`src/rtl/gate_tt_pkg.sv`:
```
`default_nettype none
// ============================================================================
// Module      : gate_tt_pkg
// Description : Shared types and constants for the gate truth-table sequencer.
// Revision    : 1.0 - initial release
// ============================================================================
package gate_tt_pkg;

  // Sequencer states
  typedef enum logic [2:0] {
    ST_IDLE    = 3'd0,
    ST_APPLY   = 3'd1,
    ST_CAPTURE = 3'd2,
    ST_WAIT    = 3'd3,
    ST_DONE    = 3'd4
  } state_e;

  // Gate column indices inside the truth table / result bus
  localparam logic [1:0] GATE_AND  = 2'd0;
  localparam logic [1:0] GATE_OR   = 2'd1;
  localparam logic [1:0] GATE_XOR  = 2'd2;
  localparam logic [1:0] GATE_NAND = 2'd3;

  // Last input vector of a sweep
  localparam logic [1:0] LAST_VEC = 2'd3;

  // Expected table: {NAND 0x7, XOR 0x6, OR 0xE, AND 0x8}
  localparam logic [15:0] GOLDEN_TT = 16'h76E8;

  // Bit position of (gate, vector) in the 16-bit table
  function automatic logic [3:0] tt_index(input logic [1:0] gate, input logic [1:0] vec);
    return {gate, vec};
  endfunction

endpackage
`default_nettype wire

```
`src/rtl/btn_cond.sv`:
```
`default_nettype none
// ============================================================================
// Module      : btn_cond
// Description : Push-button conditioner: 2-FF synchronizer, counting
//               debouncer and one-cycle pulse on the debounced rising edge.
// Revision    : 1.0 - initial release
// ============================================================================
module btn_cond #(
  parameter int DB_CYCLES = 1_250_000
) (
  input  logic clk,
  input  logic rst,
  input  logic btn_i,
  output logic pulse_o
);

  localparam int            CW       = $clog2(DB_CYCLES + 1);
  localparam logic [CW-1:0] CNT_LAST = CW'(DB_CYCLES - 1);

  logic          sync1_q;
  logic          sync2_q;
  logic          level_q;
  logic          level_prev_q;
  logic          pulse_q;
  logic [CW-1:0] cnt_q;

  // Bring the raw button into the clock domain
  always_ff @(posedge clk) begin
    if (rst) begin
      sync1_q <= 1'b0;
      sync2_q <= 1'b0;
    end else begin
      sync1_q <= btn_i;
      sync2_q <= sync1_q;
    end
  end

  // Accept a new level only after DB_CYCLES consecutive differing samples
  always_ff @(posedge clk) begin
    if (rst) begin
      level_q <= 1'b0;
      cnt_q   <= '0;
    end else if (sync2_q != level_q) begin
      if (cnt_q == CNT_LAST) begin
        level_q <= sync2_q;
        cnt_q   <= '0;
      end else begin
        cnt_q <= cnt_q + 1'b1;
      end
    end else begin
      cnt_q <= '0;
    end
  end

  // Single-cycle pulse on the debounced 0->1 transition
  always_ff @(posedge clk) begin
    if (rst) begin
      level_prev_q <= 1'b0;
      pulse_q      <= 1'b0;
    end else begin
      level_prev_q <= level_q;
      pulse_q      <= level_q & ~level_prev_q;
    end
  end

  assign pulse_o = pulse_q;

endmodule
`default_nettype wire

```
`src/rtl/gate_tt_sequencer.sv`:
```
`default_nettype none
// ============================================================================
// Module      : gate_tt_sequencer
// Description : Steps the 2-input gate unit through all four input vectors,
//               captures its 4-bit result into a 16-bit truth table, checks
//               it against the golden table and shows one column on the LEDs.
// Revision    : 1.0 - initial release
// ============================================================================
module gate_tt_sequencer
  import gate_tt_pkg::*;
#(
  parameter int TICK_DIV  = 125_000_000,
  parameter int DB_CYCLES = 1_250_000,
  parameter int SETTLE    = 2
) (
  input  logic       clk,
  input  logic       rst,
  input  logic       start_btn_i,
  input  logic       step_btn_i,
  input  logic       auto_en_i,
  input  logic [1:0] gate_sel_i,
  input  logic [3:0] gate_res_i,
  output logic       gate_a_o,
  output logic       gate_b_o,
  output logic [3:0] led_o,
  output logic [1:0] vec_idx_o,
  output logic       busy_o,
  output logic       done_o,
  output logic       pass_o
);

  localparam int            PW          = $clog2(TICK_DIV + 1);
  localparam logic [PW-1:0] PRESC_LAST  = PW'(TICK_DIV - 1);
  localparam int            SW          = $clog2(SETTLE + 1);
  localparam logic [SW-1:0] SETTLE_LAST = SW'(SETTLE - 1);

  state_e        state_q;
  logic [1:0]    vec_idx_q;
  logic          gate_a_q;
  logic          gate_b_q;
  logic          busy_q;
  logic          done_q;
  logic          pass_q;
  logic [15:0]   table_q;
  logic [15:0]   table_d;
  logic [PW-1:0] presc_q;
  logic [SW-1:0] settle_q;

  logic          start_pulse;
  logic          step_pulse;
  logic          tick;
  logic          advance;
  logic [1:0]    vec_next;

  btn_cond #(.DB_CYCLES(DB_CYCLES)) u_start_cond (
    .clk     (clk),
    .rst     (rst),
    .btn_i   (start_btn_i),
    .pulse_o (start_pulse)
  );

  btn_cond #(.DB_CYCLES(DB_CYCLES)) u_step_cond (
    .clk     (clk),
    .rst     (rst),
    .btn_i   (step_btn_i),
    .pulse_o (step_pulse)
  );

  // Advance source follows auto_en combinationally so a mid-WAIT toggle takes effect at once
  assign tick     = (state_q == ST_WAIT) && auto_en_i && (presc_q == PRESC_LAST);
  assign advance  = auto_en_i ? tick : step_pulse;
  assign vec_next = vec_idx_q + 2'd1;

  // Table contents after capturing the current vector's result on all four gates
  always_comb begin
    table_d = table_q;
    for (int g = 0; g < 4; g++) begin
      table_d[tt_index(2'(g), vec_idx_q)] = gate_res_i[g];
    end
  end

  // Sweep sequencer with registered outputs; prescaler cleared unless counting in WAIT
  always_ff @(posedge clk) begin
    if (rst) begin
      state_q   <= ST_IDLE;
      vec_idx_q <= 2'd0;
      gate_a_q  <= 1'b0;
      gate_b_q  <= 1'b0;
      busy_q    <= 1'b0;
      done_q    <= 1'b0;
      pass_q    <= 1'b0;
      table_q   <= '0;
      presc_q   <= '0;
      settle_q  <= '0;
    end else begin
      presc_q <= '0;
      case (state_q)
        ST_IDLE, ST_DONE: begin
          if (start_pulse) begin
            state_q   <= ST_APPLY;
            vec_idx_q <= 2'd0;
            gate_a_q  <= 1'b0;
            gate_b_q  <= 1'b0;
            table_q   <= '0;
            busy_q    <= 1'b1;
            done_q    <= 1'b0;
            pass_q    <= 1'b0;
            settle_q  <= '0;
          end
        end
        ST_APPLY: begin
          if (settle_q == SETTLE_LAST) begin
            settle_q <= '0;
            state_q  <= ST_CAPTURE;
          end else begin
            settle_q <= settle_q + 1'b1;
          end
        end
        ST_CAPTURE: begin
          table_q <= table_d;
          if (vec_idx_q == LAST_VEC) begin
            state_q <= ST_DONE;
            busy_q  <= 1'b0;
            done_q  <= 1'b1;
            pass_q  <= (table_d == GOLDEN_TT);
          end else begin
            state_q <= ST_WAIT;
          end
        end
        ST_WAIT: begin
          if (advance) begin
            state_q   <= ST_APPLY;
            vec_idx_q <= vec_next;
            gate_a_q  <= vec_next[0];
            gate_b_q  <= vec_next[1];
            settle_q  <= '0;
          end else if (auto_en_i) begin
            presc_q <= presc_q + 1'b1;
          end
        end
        default: begin
          state_q <= ST_IDLE;
        end
      endcase
    end
  end

  assign gate_a_o  = gate_a_q;
  assign gate_b_o  = gate_b_q;
  assign vec_idx_o = vec_idx_q;
  assign busy_o    = busy_q;
  assign done_o    = done_q;
  assign pass_o    = pass_q;
  assign led_o     = table_q[{gate_sel_i, 2'b00} +: 4];

endmodule
`default_nettype wire
```
`config.mk`:
```
export PLATFORM = sky130hd
export DESIGN_NAME = gate_tt_sequencer
export DESIGN_NICKNAME = d
export VERILOG_FILES = /design/src/rtl/gate_tt_pkg.sv /design/src/rtl/btn_cond.sv /design/src/rtl/gate_tt_sequencer.sv
export SDC_FILE = /design/constraint.sdc
export NUM_CORES = 1
export LEC_CHECK = 0
export CELL_PAD_IN_SITES_DETAIL_PLACEMENT = 1
export CELL_PAD_IN_SITES_GLOBAL_PLACEMENT = 2
export CORE_MARGIN = 3
export CORE_UTILIZATION = 39
export CTS_BUF_LIST = sky130_fd_sc_hd__clkbuf_2 sky130_fd_sc_hd__clkbuf_4 sky130_fd_sc_hd__clkbuf_8
export DETAILED_ROUTE_END_ITERATION = 10
export PLACE_DENSITY_LB_ADDON = 0.3
export SLEW_MARGIN = 20
export SYNTH_ARGS = -nofsm -noshare
export SYNTH_HDL_FRONTEND = slang
export SYNTH_SLANG_ARGS = --single-unit
```
`constraint.sdc`:
```
create_clock -name clk -period 2.5 [get_ports clk]
set_input_delay 0.5 -clock clk [delete_from_list [all_inputs] [get_ports clk]]
set_output_delay 0.5 -clock clk [all_outputs]
set_load 0.01 [all_outputs]
```
==> run_1/sizes.png <==
Scale bar: 20 um.
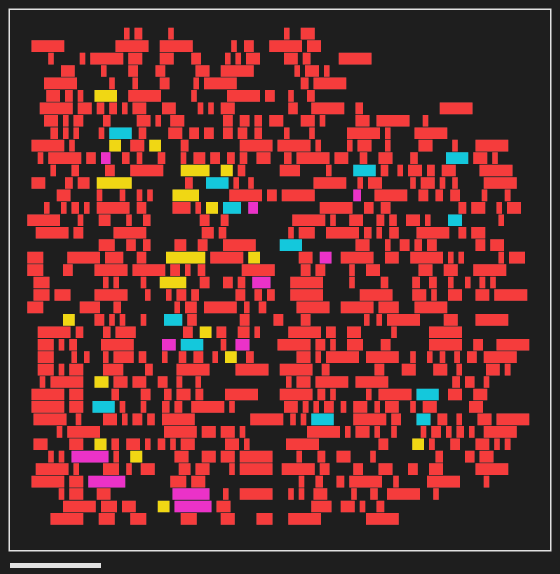
magenta -> _2 cells  # cells 11, share 1.9%
cyan -> _6 and larger  # cells 13, share 2.2%
yellow -> _3 and _4 cells  # cells 19, share 3.2%
red -> _0 and _1 cells  # cells 542, share 93%

==> run_1/detail.png <==
Scale bar: 10 um. Window x 39 to 79, y 15 to 55 um. Cells in gray, sequential cells in the stronger gray; small squares are vias.
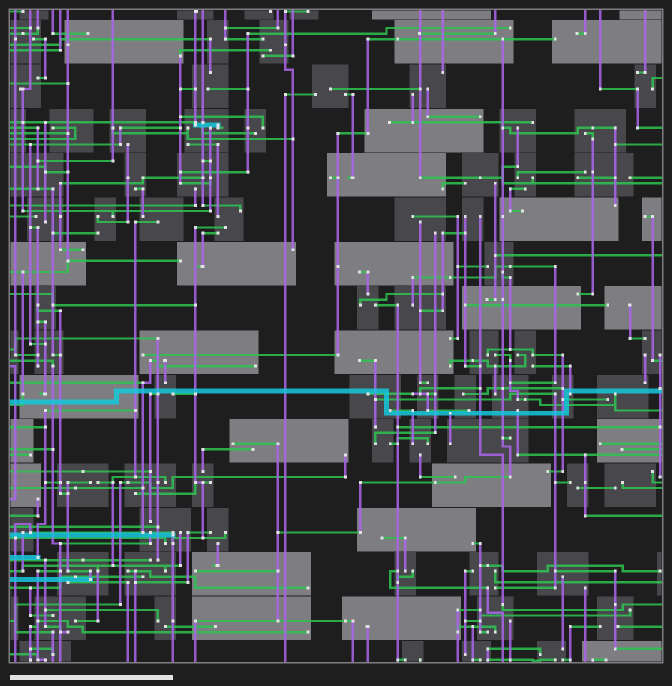
purple -> metal 2
green -> metal 1
cyan -> metal 3
cells with their middle in the window = 80
most frequent = dfxtp_1 (20), nor2_1 (19)
netlist names of flops here include = u_step_cond.cnt_q (6), table_q (5), state_q (3)
sequential cells in the window = 20

==> run_1/layer_met1.png <==
Scale bar: 20 um. Supply wires on this layer in gray. Cells faint in the background.
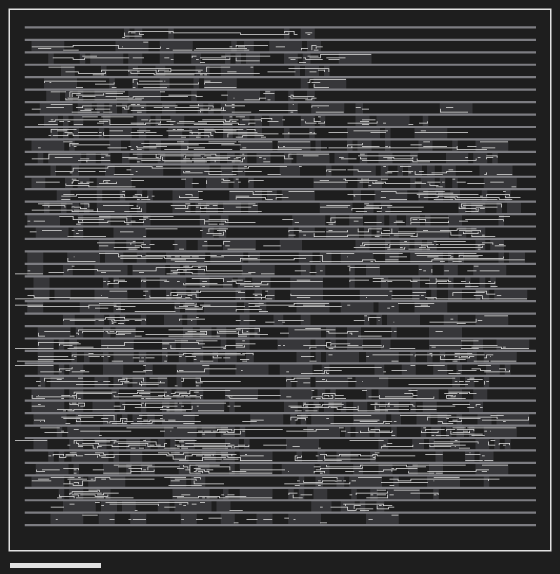
share of all routed wire = 49%
wire length on this layer = 5600 um
nets with wire on the layer = 563
longest straight run = 28.1 um
Routed WL: 11.45 mm
vias: 4039
met1 Usage GRT: 22.77%

==> impl_metrics.yaml, run 1 <==
# yosys + openroad results
global_routing:
  grt-busiest-layer: "met2"
  grt_max_degree: 22
  grtUsageMet3_pct: 4.277
  grt_pass1_vias: 4096
detailed_routing:
  ant_nets: 0
  routed-wl-met3_um: 436
logic_synthesis:
  synth_area_per_cell_um2: 8.668
  syn_area_um2: 4897
  synth_top_cell_by_area: "dfxtp_1"
  adder_share_pct: 1.788
timing:
  max_slew_margin_pct: 52.61
  rsz0062_at_grt: "false"
  finalHoldViolCount: 0
  min_period_ps: 2433
  fin_ws_ps: 66.67
placed_design:
  dpl.cell_count: 737
  placed_area_um2: 5271
power:
  p_sw_share_pct: 24.60
  peakVddDrop_uv: 403.5
  internal_power_w: 0.002088
  switchingPower_w: 0.0006811
layout:
  layout.cells.non_filler: 753
  regMostFlops: "presc_q"
  final.clkbuf_count: 9
  largest_register_ffs: 27
job:
  warnings: 29
clock_network:
  cts_buffer_depth: 2
  clk_root_buffer_cell: "clkbuf_8"
  cts_resized: 4
  cts_tree: "done"
hold_path:
  whs_path_depth: 1
die:
  die_area_um2: 13940
  fp_util_pct: 40.27
worst_setup_path:
  cp.depth: 4
  slowest_delay_ps: 500
  cp_num_buf_inv: 3
  crit_slowest_cell: "clkdlybuf4s50_1"
  reg2reg_slack_ps: 370
run_status:
  status: "finished, final reports clean"
==> run 2, diff against run 1 <==
--- a/config.mk
+++ b/config.mk
@@ -5,6 +5,7 @@
 export SDC_FILE = /design/constraint.sdc
 export NUM_CORES = 1
 export LEC_CHECK = 0
+export ABC_CLOCK_PERIOD_IN_PS = 2500
 export CELL_PAD_IN_SITES_DETAIL_PLACEMENT = 1
 export CELL_PAD_IN_SITES_GLOBAL_PLACEMENT = 2
 export CORE_MARGIN = 3
==> run_2/sizes.png <==
Scale bar: 20 um.
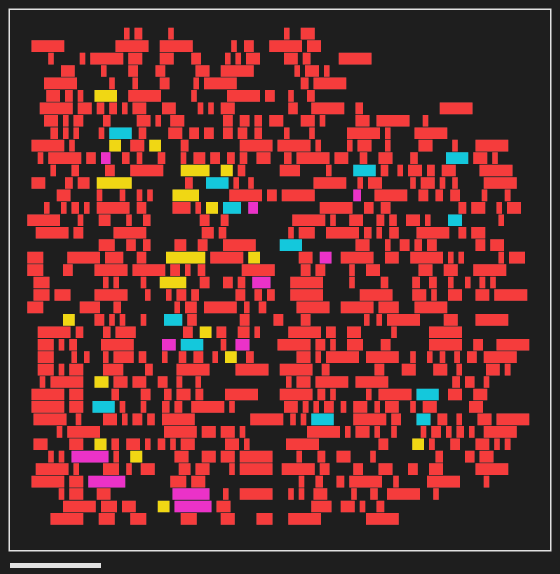
cyan -> _6 and larger  # cells 13, share 2.2%
magenta -> _2 cells  # cells 11, share 1.9%
red -> _0 and _1 cells  # cells 542, share 93%
yellow -> _3 and _4 cells  # cells 19, share 3.2%
final setup margin: 66.67 ps
Area Overhead vs Synth: 11.34%
finished layout cell area: 5453 um2
Non-clk bufs: 32

==> run 2 against run 1 <==
Net effect:
- global-route usage did not move
- design area stayed put
- flip-flop count unchanged
- clock skew did not move
- sequential power about the same
- synthesized area unchanged
- total power stayed put
- critical path depth is the same
- non-clock buffer count is the same
- worst hold slack is the same
==> impl_metrics.yaml, run 2 <==
# yosys + openroad results
logic_synthesis:
  synth_area_per_cell_um2: 8.668
  synth_top_cell_by_area: "dfxtp_1"
  syn_area_um2: 4897
  adder_share_pct: 1.788
worst_setup_path:
  cp.depth: 4
  cpLargestDelayFamily: "buffers and inverters"
  cp.required_ps: 2000
  crit_slowest_cell: "clkdlybuf4s50_1"
  reg2reg_slack_ps: 370
  slowest_delay_ps: 500
power:
  peakVddDrop_uv: 403.5
  p_sw_share_pct: 24.60
  switchingPower_w: 0.0006811
  internal_power_w: 0.002088
clock_network:
  cts_resized: 4
  clk_root_buffer_cell: "clkbuf_8"
  clock_latency_ps: 390
  cts_buffer_depth: 2
  cts_tree: "done"
run_status:
  status: "finished, final reports clean"
layout:
  dominant_cells: "multi-input combinational cells"
  final.clkbuf_count: 9
  largest_register_ffs: 27
  seq_cells: 105
  regMostFlops: "presc_q"
  layout.cells.non_filler: 753
global_routing:
  met1_usage_pct: 22.77
  grt_max_degree: 22
  grt_pass1_vias: 4096
  grt-busiest-layer: "met2"
  grtUsageMet3_pct: 4.277
job:
  warnings: 29
detailed_routing:
  wirelength_mm: 11.45
  dr.pass1.iters: 4
  ant_nets: 0
  vias: 4039
  highest_layer: "met4"
  routed-wl-met3_um: 436
timing:
  rsz0062_at_grt: "false"
  finalHoldViolCount: 0
  min_period_ps: 2433
  max_slew_margin_pct: 52.61
die:
  fp_util_pct: 40.27
  die_area_um2: 13940
placed_design:
  dpl.cell_count: 737
  placed_area_um2: 5271
hold_path:
  hold_path.class: "reg -> reg"
  whs_path_depth: 1
==> run_2/detail.png <==
Scale bar: 10 um. Window x 39 to 79, y 15 to 55 um. Cells in gray, sequential cells in the stronger gray; small squares are vias.
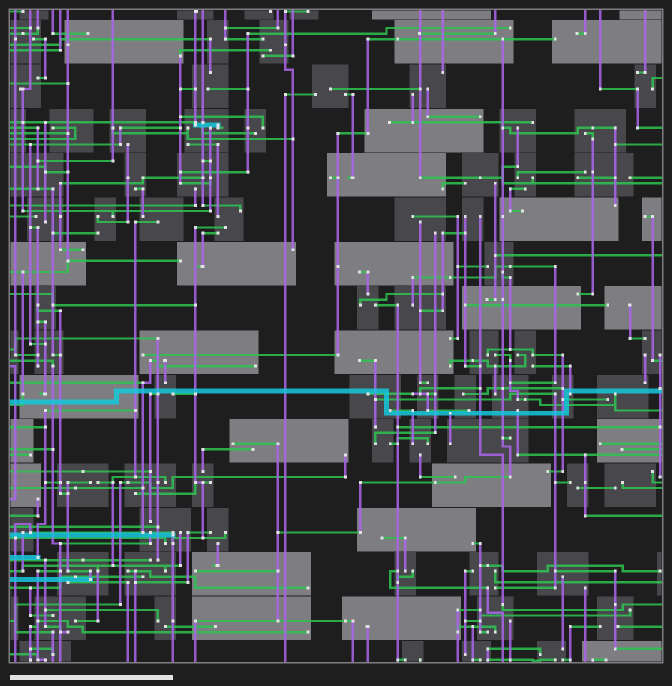

==> run 3, diff against run 2 <==
--- a/config.mk
+++ b/config.mk
@@ -5,15 +5,16 @@
 export SDC_FILE = /design/constraint.sdc
 export NUM_CORES = 1
 export LEC_CHECK = 0
-export ABC_CLOCK_PERIOD_IN_PS = 2500
+export ABC_CLOCK_PERIOD_IN_PS = 2050
 export CELL_PAD_IN_SITES_DETAIL_PLACEMENT = 1
 export CELL_PAD_IN_SITES_GLOBAL_PLACEMENT = 2
 export CORE_MARGIN = 3
-export CORE_UTILIZATION = 39
+export CORE_UTILIZATION = 36
 export CTS_BUF_LIST = sky130_fd_sc_hd__clkbuf_2 sky130_fd_sc_hd__clkbuf_4 sky130_fd_sc_hd__clkbuf_8
 export DETAILED_ROUTE_END_ITERATION = 10
 export PLACE_DENSITY_LB_ADDON = 0.3
 export SLEW_MARGIN = 20
 export SYNTH_ARGS = -nofsm -noshare
 export SYNTH_HDL_FRONTEND = slang
+export SYNTH_HIERARCHICAL = 1
 export SYNTH_SLANG_ARGS = --single-unit
==> constraint.sdc (replaced) <==
create_clock -name clk -period 2.05 [get_ports clk]
set_input_delay 0.41 -clock clk [delete_from_list [all_inputs] [get_ports clk]]
set_output_delay 0.41 -clock clk [all_outputs]
set_load 0.01 [all_outputs]
==> run_3/detail.png <==
Scale bar: 10 um. Window x 41 to 81, y 17 to 57 um. Cells in gray, sequential cells in the stronger gray; small squares are vias.
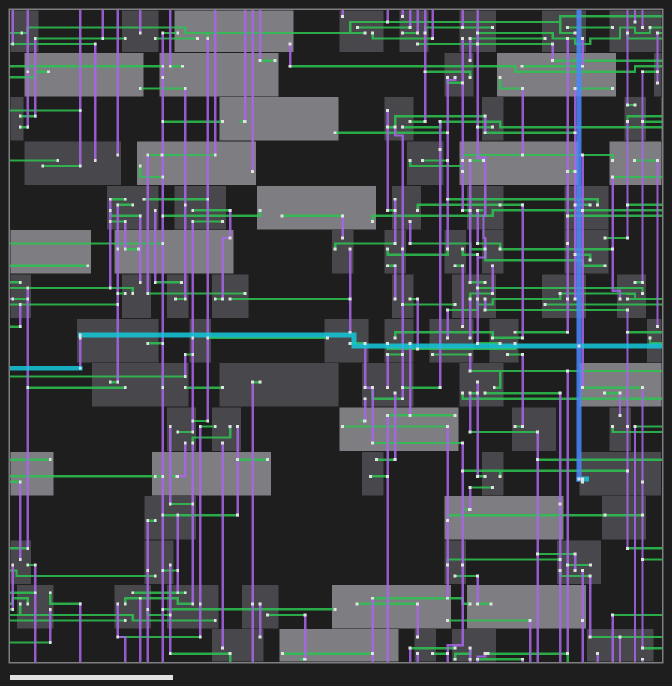
blue -> metal 4
green -> metal 1
purple -> metal 2
cyan -> metal 3
sequential cells in the window = 17
cells with their middle in the window = 79
most frequent = dfxtp_1 (17), nor2_1 (9)
netlist names of flops here include = table_q (4), state_q (3), u_start_cond/cnt_q (3)

==> run 3 against run 2 <==
Net effect:
- non-clock buffer count grew 19
- sequential power up 22%
- clock power increased by about 10%
- core utilization fell by 1.4 points
- critical path depth rose by 1
- cell count down 1.6%
- wire length fell by 5.2%
- worst hold slack improved by 3.9 ps
==> impl_metrics.yaml, run 3 <==
# yosys + openroad results
run_status:
  status: "finished, final reports clean"
logic_synthesis:
  synth_top_cell_by_area: "dfxtp_1"
global_routing:
  met1_usage_pct: 20.98
  grt_pass1_vias: 3985
  grtUsageMet3_pct: 4.689
worst_setup_path:
  reg2reg_slack_ps: 80
  slowest_delay_ps: 580
  cp_num_buf_inv: 1
  cp.required_ps: 2330
detailed_routing:
  dr.pass1.iters: 4
  vias: 3884
timing:
  rsz0062_at_grt: "false"
  max_slew_margin_pct: 63.82
layout:
  seq_cells: 105
  regMostFlops: "presc_q"
  n_all_buffers: 51
  largest_register_ffs: 27
  final.clkbuf_count: 10
  area_growth_syn_to_layout_pct: 15.40
hold_path:
  whs_path_depth: 1
placed_design:
  placed_area_um2: 5430
clock_network:
  cts_buffer_depth: 2
die:
  die_area_um2: 14900
power:
  switchingPower_w: 0.0007622

==> layout pictures side by side <==
M2 wires.
Scale bar: 20 um. Cells faint in the background.
Plate I
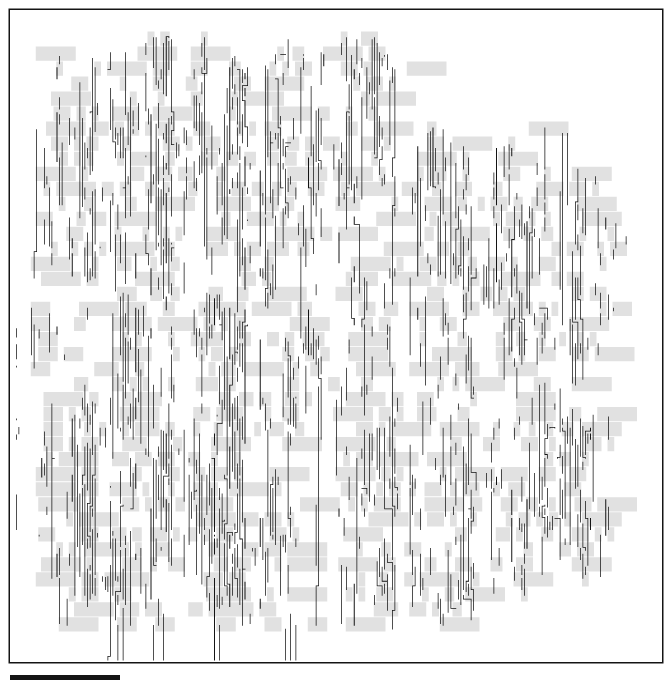
Plate II
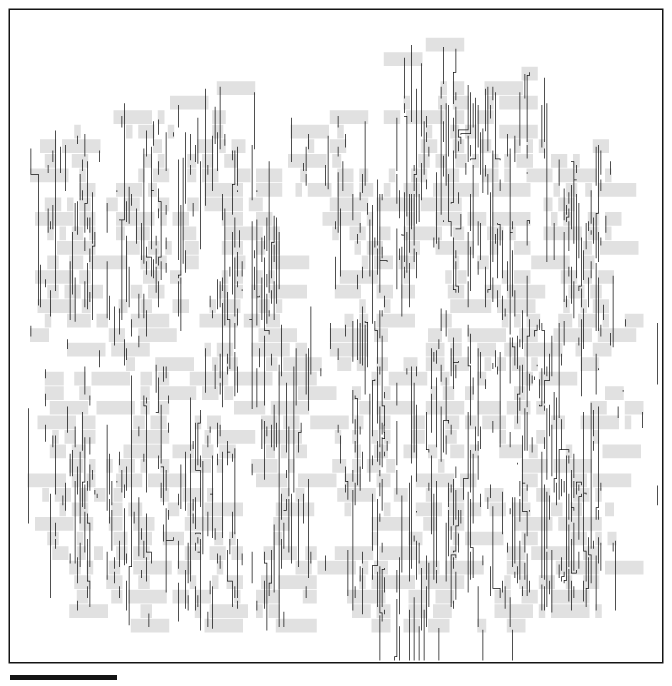
Plate I is run 1.
Plate II is run 3.

Key to Plate I:
main direction = vertical
nets with wire on the layer = 529

Power figures rest on the tool's default switching activity, not on a simulated workload.
